Metal 3:
Scale bar: 50 um.
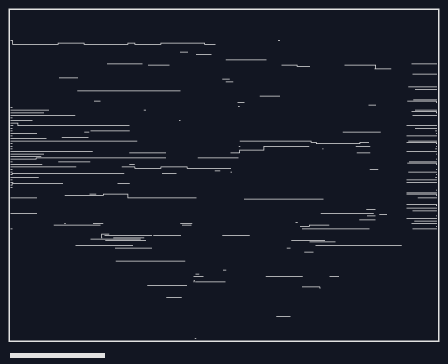
Cells coloured by class:
Fill, decap, tap and diode cells in grey.
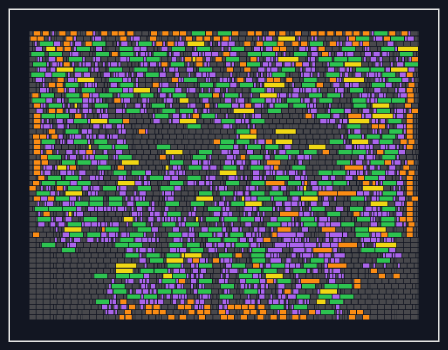
M2 wires:
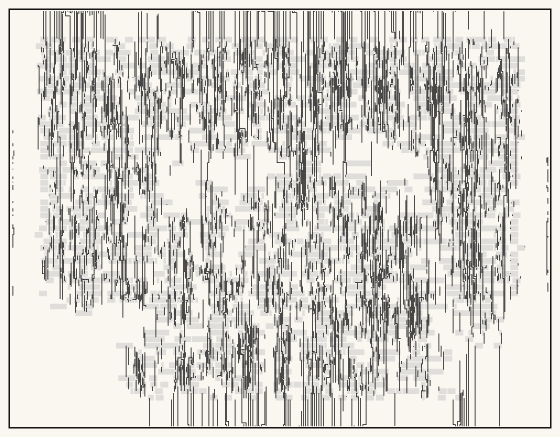
===== src/rtl/cic_capture_sched_if.sv =====
// Stream bundle for the CIC capture scheduler: per-channel strobes and
// samples in, one ready/valid serialised sample stream out.
interface cic_capture_sched_if #(
  parameter int NCH = 4,
  parameter int DW  = 32,
  parameter int TSW = 16
);
  localparam int CW = $clog2(NCH);

  logic [NCH-1:0]    ch_valid;
  logic [NCH*DW-1:0] ch_data;
  logic              out_valid;
  logic              out_ready;
  logic [DW-1:0]     out_data;
  logic [CW-1:0]     out_ch;
  logic [TSW-1:0]    out_ts;

  // Scheduler side: consumes channel strobes, sources the output stream.
  modport master (
    input  ch_valid, ch_data, out_ready,
    output out_valid, out_data, out_ch, out_ts
  );

  // Environment side: drives channel strobes, sinks the output stream.
  modport slave (
    output ch_valid, ch_data, out_ready,
    input  out_valid, out_data, out_ch, out_ts
  );
endinterface


===== src/rtl/cic_capture_sched.sv =====
// Round-robin capture scheduler: latches one-cycle CIC channel strobes with a
// timestamp into per-channel holding slots, then grants pending slots fairly
// into a single registered ready/valid output. Lost samples are flagged
// per channel in a sticky overrun vector.
module cic_capture_sched #(
  parameter int NCH = 4,
  parameter int DW  = 32,
  parameter int TSW = 16
) (
  input  logic                    clk,
  input  logic                    rst,
  input  logic                    enable,
  input  logic [NCH-1:0]          overrun_clr,
  output logic [NCH-1:0]          overrun,
  output logic [31:0]             sample_cnt,
  cic_capture_sched_if.master     bus
);
  localparam int CW = $clog2(NCH);

  // Registered state and next-state values
  logic [TSW-1:0] ts_q, ts_d;
  logic [NCH-1:0] pend_q, pend_d;
  logic [DW-1:0]  slot_data_q [NCH];
  logic [DW-1:0]  slot_data_d [NCH];
  logic [TSW-1:0] slot_ts_q [NCH];
  logic [TSW-1:0] slot_ts_d [NCH];
  logic [CW-1:0]  ptr_q, ptr_d;
  logic           out_valid_q, out_valid_d;
  logic [DW-1:0]  out_data_q, out_data_d;
  logic [CW-1:0]  out_ch_q, out_ch_d;
  logic [TSW-1:0] out_ts_q, out_ts_d;
  logic [NCH-1:0] overrun_q, overrun_d;
  logic [31:0]    sample_cnt_q, sample_cnt_d;

  // Combinational helpers
  logic           load_s;
  logic           xfer_s;
  logic [NCH-1:0] strobe_s;
  logic           grant_vld_s;
  logic [CW-1:0]  grant_idx_s;
  logic [NCH-1:0] grant_oh_s;
  logic [CW:0]    scan_idx_s;

  // The output register may take a new sample when empty or being drained.
  assign load_s   = !out_valid_q || bus.out_ready;
  assign xfer_s   = out_valid_q && bus.out_ready;
  // enable only gates new captures; draining continues regardless.
  assign strobe_s = bus.ch_valid & {NCH{enable}};

  // Free-running timestamp, frozen while capture is disabled.
  always_comb begin
    ts_d = ts_q;
    if (enable) begin
      ts_d = ts_q + TSW'(1);
    end else begin
      ts_d = ts_q;
    end
  end

  // Round-robin scan of registered pend starting at ptr; first hit wins.
  always_comb begin
    grant_vld_s = 1'b0;
    grant_idx_s = {CW{1'b0}};
    scan_idx_s  = {(CW+1){1'b0}};
    for (int i = 0; i < NCH; i++) begin
      scan_idx_s = {1'b0, ptr_q} + (CW+1)'(i);
      if (scan_idx_s >= (CW+1)'(NCH)) begin
        scan_idx_s = scan_idx_s - (CW+1)'(NCH);
      end else begin
        scan_idx_s = scan_idx_s;
      end
      if (!grant_vld_s && pend_q[scan_idx_s[CW-1:0]]) begin
        grant_vld_s = 1'b1;
        grant_idx_s = scan_idx_s[CW-1:0];
      end else begin
        grant_vld_s = grant_vld_s;
      end
    end
    if (!load_s) begin
      grant_vld_s = 1'b0;
    end else begin
      grant_vld_s = grant_vld_s;
    end
  end

  // One-hot form of the grant, used by the per-slot update logic.
  always_comb begin
    grant_oh_s = {NCH{1'b0}};
    for (int k = 0; k < NCH; k++) begin
      if (grant_vld_s && (grant_idx_s == CW'(k))) begin
        grant_oh_s[k] = 1'b1;
      end else begin
        grant_oh_s[k] = 1'b0;
      end
    end
  end

  // Slot capture, drop detection and pend bookkeeping per channel.
  // A slot granted this cycle is free to take a new sample in the same cycle.
  always_comb begin
    pend_d      = pend_q;
    slot_data_d = slot_data_q;
    slot_ts_d   = slot_ts_q;
    overrun_d   = overrun_q & ~overrun_clr;
    for (int k = 0; k < NCH; k++) begin
      if (strobe_s[k] && (!pend_q[k] || grant_oh_s[k])) begin
        pend_d[k]      = 1'b1;
        slot_data_d[k] = bus.ch_data[k*DW +: DW];
        slot_ts_d[k]   = ts_q;
      end else if (strobe_s[k]) begin
        // Slot still occupied and not draining: keep the old sample.
        overrun_d[k] = 1'b1;
      end else if (grant_oh_s[k]) begin
        pend_d[k] = 1'b0;
      end else begin
        pend_d[k] = pend_q[k];
      end
    end
  end

  // Output register load, round-robin pointer advance and transfer counter.
  always_comb begin
    out_valid_d  = out_valid_q;
    out_data_d   = out_data_q;
    out_ch_d     = out_ch_q;
    out_ts_d     = out_ts_q;
    ptr_d        = ptr_q;
    sample_cnt_d = sample_cnt_q;
    if (grant_vld_s) begin
      out_valid_d = 1'b1;
      out_data_d  = slot_data_q[grant_idx_s];
      out_ch_d    = grant_idx_s;
      out_ts_d    = slot_ts_q[grant_idx_s];
      if (grant_idx_s == CW'(NCH - 1)) begin
        ptr_d = {CW{1'b0}};
      end else begin
        ptr_d = grant_idx_s + CW'(1);
      end
    end else if (load_s) begin
      // Nothing to grant: the register empties after its transfer.
      out_valid_d = 1'b0;
    end else begin
      out_valid_d = out_valid_q;
    end
    if (xfer_s) begin
      sample_cnt_d = sample_cnt_q + 32'd1;
    end else begin
      sample_cnt_d = sample_cnt_q;
    end
  end

  // State registers with synchronous, highest-priority reset.
  always_ff @(posedge clk) begin
    if (rst) begin
      ts_q         <= {TSW{1'b0}};
      pend_q       <= {NCH{1'b0}};
      ptr_q        <= {CW{1'b0}};
      out_valid_q  <= 1'b0;
      out_data_q   <= {DW{1'b0}};
      out_ch_q     <= {CW{1'b0}};
      out_ts_q     <= {TSW{1'b0}};
      overrun_q    <= {NCH{1'b0}};
      sample_cnt_q <= 32'd0;
      for (int k = 0; k < NCH; k++) begin
        slot_data_q[k] <= {DW{1'b0}};
        slot_ts_q[k]   <= {TSW{1'b0}};
      end
    end else begin
      ts_q         <= ts_d;
      pend_q       <= pend_d;
      ptr_q        <= ptr_d;
      out_valid_q  <= out_valid_d;
      out_data_q   <= out_data_d;
      out_ch_q     <= out_ch_d;
      out_ts_q     <= out_ts_d;
      overrun_q    <= overrun_d;
      sample_cnt_q <= sample_cnt_d;
      for (int k = 0; k < NCH; k++) begin
        slot_data_q[k] <= slot_data_d[k];
        slot_ts_q[k]   <= slot_ts_d[k];
      end
    end
  end

  assign bus.out_valid = out_valid_q;
  assign bus.out_data  = out_data_q;
  assign bus.out_ch    = out_ch_q;
  assign bus.out_ts    = out_ts_q;
  assign overrun       = overrun_q;
  assign sample_cnt    = sample_cnt_q;
endmodule

===== src/flat_wrapper.sv =====
// flat-port wrapper written by rule: the top's interface ports become plain ports
module cic_capture_sched_flat 
#(
  parameter int NCH = 4,
  parameter int DW  = 32,
  parameter int TSW = 16
)
  (clk, rst, enable, overrun_clr, overrun, sample_cnt, bus_ch_valid, bus_ch_data, bus_out_ready, bus_out_valid, bus_out_data, bus_out_ch, bus_out_ts);
  cic_capture_sched_if #(.NCH(NCH), .DW(DW), .TSW(TSW)) bus_i ();
  input  logic clk;
  input  logic rst;
  input  logic enable;
  input  logic [NCH-1:0] overrun_clr;
  output logic [NCH-1:0] overrun;
  output logic [31:0] sample_cnt;
  input wire logic [$bits(bus_i.ch_valid)-1:0] bus_ch_valid;
  input wire logic [$bits(bus_i.ch_data)-1:0] bus_ch_data;
  input wire logic [$bits(bus_i.out_ready)-1:0] bus_out_ready;
  output wire logic [$bits(bus_i.out_valid)-1:0] bus_out_valid;
  output wire logic [$bits(bus_i.out_data)-1:0] bus_out_data;
  output wire logic [$bits(bus_i.out_ch)-1:0] bus_out_ch;
  output wire logic [$bits(bus_i.out_ts)-1:0] bus_out_ts;
  assign bus_i.ch_valid = bus_ch_valid;
  assign bus_i.ch_data = bus_ch_data;
  assign bus_i.out_ready = bus_out_ready;
  assign bus_out_valid = bus_i.out_valid;
  assign bus_out_data = bus_i.out_data;
  assign bus_out_ch = bus_i.out_ch;
  assign bus_out_ts = bus_i.out_ts;
  cic_capture_sched #(.NCH(NCH), .DW(DW), .TSW(TSW)) u_core (.clk(clk), .rst(rst), .enable(enable), .overrun_clr(overrun_clr), .overrun(overrun), .sample_cnt(sample_cnt), .bus(bus_i));
endmodule

===== config.mk =====
export PLATFORM = sky130hd
export DESIGN_NAME = cic_capture_sched_flat
export DESIGN_NICKNAME = d
export VERILOG_FILES = /design/src/rtl/cic_capture_sched_if.sv /design/src/rtl/cic_capture_sched.sv /design/src/flat_wrapper.sv
export SDC_FILE = /design/constraint.sdc
export NUM_CORES = 1
export LEC_CHECK = 0
export ABC_AREA = 0
export CAP_MARGIN = 20
export CORE_ASPECT_RATIO = 0.75
export CORE_MARGIN = 10
export CORE_UTILIZATION = 43
export DETAILED_ROUTE_END_ITERATION = 6
export GPL_TIMING_DRIVEN = 0
export PLACE_DENSITY_LB_ADDON = 0.2
export REMOVE_ABC_BUFFERS = 1
export SLEW_MARGIN = 20
export SYNTH_ARGS = -nofsm -noshare
export SYNTH_HDL_FRONTEND = slang
export SYNTH_SLANG_ARGS = --single-unit

===== constraint.sdc =====
create_clock -name clk -period 3.25 [get_ports clk]
set_input_delay 0.65 -clock clk [delete_from_list [all_inputs] [get_ports clk]]
set_output_delay 0.65 -clock clk [all_outputs]
set_load 0.02 [all_outputs]

==> out/metrics.csv <==
stage,metric,value,unit
outcome,status,"finished, final reports clean",
cells_and_area,Top cells excl fill/tap,"414 x nand2_1, 301 x dfxtp_1, 241 x mux2i_1, 225 x clkdlybuf4s50_1, 56 x inv_1",
final_timing,Hold Slack,0.449,ns
die,I/O pin cnt,227,
setup_path,Required @ worst endpoint,3.73,ns
setup_path,Crit. End Element,register,
place,placed cell count,2084,
clock_tree,cts hold-fix bufs,0,
clock_tree,maximum buffer depth of the clock tree,3,
place,GP Congestion,0.753,
synth,"Avg Cell Area, Syn",8.78,um^2
route,drt via density,5.26,
global_routing,aggregate global-route resource usage,18.7,%
setup_path,worst reg-to-reg setup slack,0.47,ns
place,pre-CTS setup slack,-0.259,ns
cells_and_area,area delta synth->final,28.3,%
synth,Synth area leader,dfxtp_1,
flow_run,OpenROAD warnings,31,
synth,number of enable flip-flop cells,0,
die,Initial Util,43.6,%
cells_and_area,Layout fillers,2809,
power_and_ir_drop,Peak VDD IR,0.375,mV
synth,share of synthesized registers carrying an async set or reset,0,%
final_timing,post-layout period usage,91.5,%
final_timing,Final Setup Violations,0,
setup_path,CP Class,in2reg,
global_routing,largest net degree at the start of global routing,142,
die,chip area,39300,um^2
power_and_ir_drop,Net Sw Power,2.45,mW
final_timing,setup tns final,0,ns
final_timing,min Tclk post-route,2.97,ns
synth,YS warnings,0,
cells_and_area,most instantiated logic cell after routing,nand2_1,
power_and_ir_drop,Clk pwr share,44.0,%
power_and_ir_drop,pwr dens,553,nW/um^2
synth,Post-synth seq share,44.2,%
cells_and_area,"Cell Count, Final, Fillers Out",2142,
synth,Commonest flop,dfxtp_1,
route,Wirelength per Cell,17.8,um
power_and_ir_drop,Pwr Total,9.68,mW
clock_tree,CTS sink count,301,
clock_tree,Post-CTS Setup Bufs,0,
cells_and_area,NumNets Final,1853,
setup_path,most frequent CP cell,buf_4,
setup_path,FF-to-FF Start,u_core.pend_q[3]$_SDFFE_PP0P_,
synth,Synth flops,301,
die,Rows,56,
route,DR pass1 iterations,5,
setup_path,crit-path max cell delay,0.82,ns
place,I/O Buffers,226,
synth,cell count listed in synth_stat.txt,1553,
final_timing,post-layout worst setup margin,0.277,ns
die,Die X,226,um
setup_path,Critical Path Source Type,input port,
synth,Cell area leaders,"dfxtp_1 44%, mux2i_1 18%, nand2_1 11%",
setup_path,worst-path maximum fanout,9,
clock_tree,CTS Buf Count,31,
synth,post-synthesis cell area,13600,um^2
global_routing,Overflow after GRT,0,
global_routing,first-pass GRT wire length,60400,um
route,drc violations,0,
cells_and_area,layout cells sized above 1,5.94,%
min_path,worst min-delay path category,reg2reg,
final_timing,Slew HR,37.5,%
global_routing,initial antenna violation count,1,
setup_path,worst setup path start,bus_out_ready,
cells_and_area,final core occ,56.0,%
clock_tree,root buffer cell,clkbuf_16,
setup_path,Critical Path AT,3.45,ns
setup_path,R2R depth,9,
min_path,hold depth,2,
flow_run,max-cap viol count,0,
final_timing,Hold Fails Final Rpt,0,
min_path,worst hold start,u_core.slot_data_q[4]$_SDFFE_PP0P_,
final_timing,skew final,0.00906,ns
power_and_ir_drop,LEAKAGE,6.47,nW
setup_path,slowest CP cell,nor4_2,
setup_path,RR Endpoint,u_core.bus.out_data[11]$_SDFFE_PP0P_,
global_routing,vias in the first global route,11100,
power_and_ir_drop,sequential share of power,40.9,%
clock_tree,CTS tree,built,
synth,Max-area cell share,44.2,%
final_timing,unrepaired setup endpoints after global routing,no,
route,Iter 0 DRT Violations,705,
synth,Mapped Cells,1553,
synth,Cell Type Count,56,
clock_tree,Late-Pin Clk Latency,0.56,ns
die,Die Y,174,um
clock_tree,# resized after CTS,0,
clock_tree,"Reg clk slew, reported paths",0.06,ns
power_and_ir_drop,Power Internal,7.22,mW
final_timing,maximum clock frequency,336,MHz
final_timing,final slew viol count,0,
place,area post-placement,16300,um^2
final_timing,Tightest Pin Transition,0.935,ns
route,Antenna Violating Nets Remaining,0,
synth,yosys stat area,13600,um^2
setup_path,CP Cell Sequence,clkdlybuf4s50_1 > nand2b_1 > nand2_2 > nor4_2 > buf_2 > buf_4 > buf_4 > buf_4 > o21ai_0 > o211ai_1,
power_and_ir_drop,sw frac,25.3,%
place,dpl hpwl,25000,um
power_and_ir_drop,Comb pwr share,15.1,%
min_path,Hold EP,u_core.slot_data_q[4]$_SDFFE_PP0P_,
clock_tree,H-tree levels,1,
Notes on 'metal 3' above:
nets with wire on the layer: 123
main direction: horizontal
final WL: 38100 um
M3 GR Usage: 4.59%

Notes on 'cells coloured by class' above:
| colour | class | cells |
|---|---|---|
| yellow | clock drivers and dummy loads | 57 |
| orange | remaining buffers and delay cells | 247 |
| purple | remaining logic cells | 1130 |
| green | registers | 301 |
flop share of the area: 34.5%
design area: 17500 um^2
core area: 31300 um^2

Notes on 'M2 wires' above:
main direction: vertical
share of all routed wire: 46%
longest straight run: 62.8 um
nets with wire on the layer: 1481
met2 usage: 30.7%
vias: 11300

[routing by layer]
metal  up-vias  track usage, %  share of wire, %
met4         0            3.26               1.2
met1      5360            24.5                47
met3        37            4.59               6.0
li1       5641               -                 -
met5         -               0                 0
met2       227            30.7                46
[how the worst max path moves through the flow]
stage / slack (ns) / end / cells after the start
after floorplan: -2.50 / u_core.bus.out_data[0]$_SDFFE_PP0P_ / 3
after global placement: -8.50 / u_core.bus.out_ts[9]$_SDFFE_PP0P_ / 4
after detailed placement: -0.26 / u_core.bus.out_data[11]$_SDFFE_PP0P_ / 10
after global routing: 0.11 / u_core.bus.out_data[11]$_SDFFE_PP0P_ / 10
after CTS: 0.31 / u_core.bus.out_data[11]$_SDFFE_PP0P_ / 10
final: 0.28 / u_core.bus.out_data[11]$_SDFFE_PP0P_ / 10
[power by group through the flow]
stage / Sequential [mW] / Combinational, mW / Clock [mW]
CTS: 3.95 / 1.47 / 4.33
global route: 3.97 / 1.57 / 4.50
finish: 3.95 / 1.47 / 4.26
global placement: 4.02 / 1.38 / 0
floorplan: 4.05 / 0.770 / 0
detailed placement: 4.03 / 1.46 / 0
[synth_stat cells, types with 3 or more instances]
cell	count
nor2b_1	4
clkbuf_1	85
nand2_1	415
and4_1	54
dfxtp_1	301
a31oi_1	48
and3_1	3
buf_6	16
buf_4	5
buf_2	13
nor2_2	3
nand4_1	12
mux2i_1	241
xnor2_1	23
nor2_1	52
a21oi_1	16
o31ai_1	8
or3_1	7
xor2_1	15
inv_1	56
nor3_1	5
nand2b_1	3
o21ai_0	55
nor4_1	12
nand3_1	16
o211ai_1	48
[worst max-delay path: cells and delay by family]
kind                   cells  cell delay (ns)
AOI/OAI and AO/OA          2             0.17
buffers and inverters      5             1.42
and+or+nand+nor            3             1.21
[flip-flops by register name, indices dropped and copies added, names as in the netlist]
register and cells:
u_core.bus.out_ch 2, u_core.bus.out_data 32, u_core.bus.out_ts 16, u_core.bus.out_valid 1, u_core.overrun 4, u_core.pend_q 4, u_core.ptr_q 2, u_core.sample_cnt 32
u_core.slot_data_q 128, u_core.slot_ts_q 64, u_core.ts_q 16
[layout make-up]
type                            instances  area [um^2]  area share [%]
Multi-Input combinational cell       1073         6860            39.2
Sequential cell                       301         6030            34.5
Timing Repair Buffer                  247         2640            15.1
Clock buffer                           40          870            4.97
Tap cell                              406          508            2.90
Clock inverter                         17          360            2.06
Inverter                               57          221            1.27
Antenna cell                            1         2.50          0.0143
[kinds of logic (layout without fill, tap and decap cells)]
kind of cell | Yosys count | count (layout) | share of synthesized area, %
xor gates and xnor gates | 38 | 38 | 2.44
and+or+nand+nor | 600 | 600 | 20.0
muxes | 242 | 242 | 17.8
other | 0 | 1 | 0
DFF | 301 | 301 | 44.2
buffers and inverters | 179 | 361 | 6.16
AOI/OAI and AO/OA | 191 | 191 | 9.27
adders and majority gates | 2 | 2 | 0.184
Power is estimated from default activity; no workload was simulated.
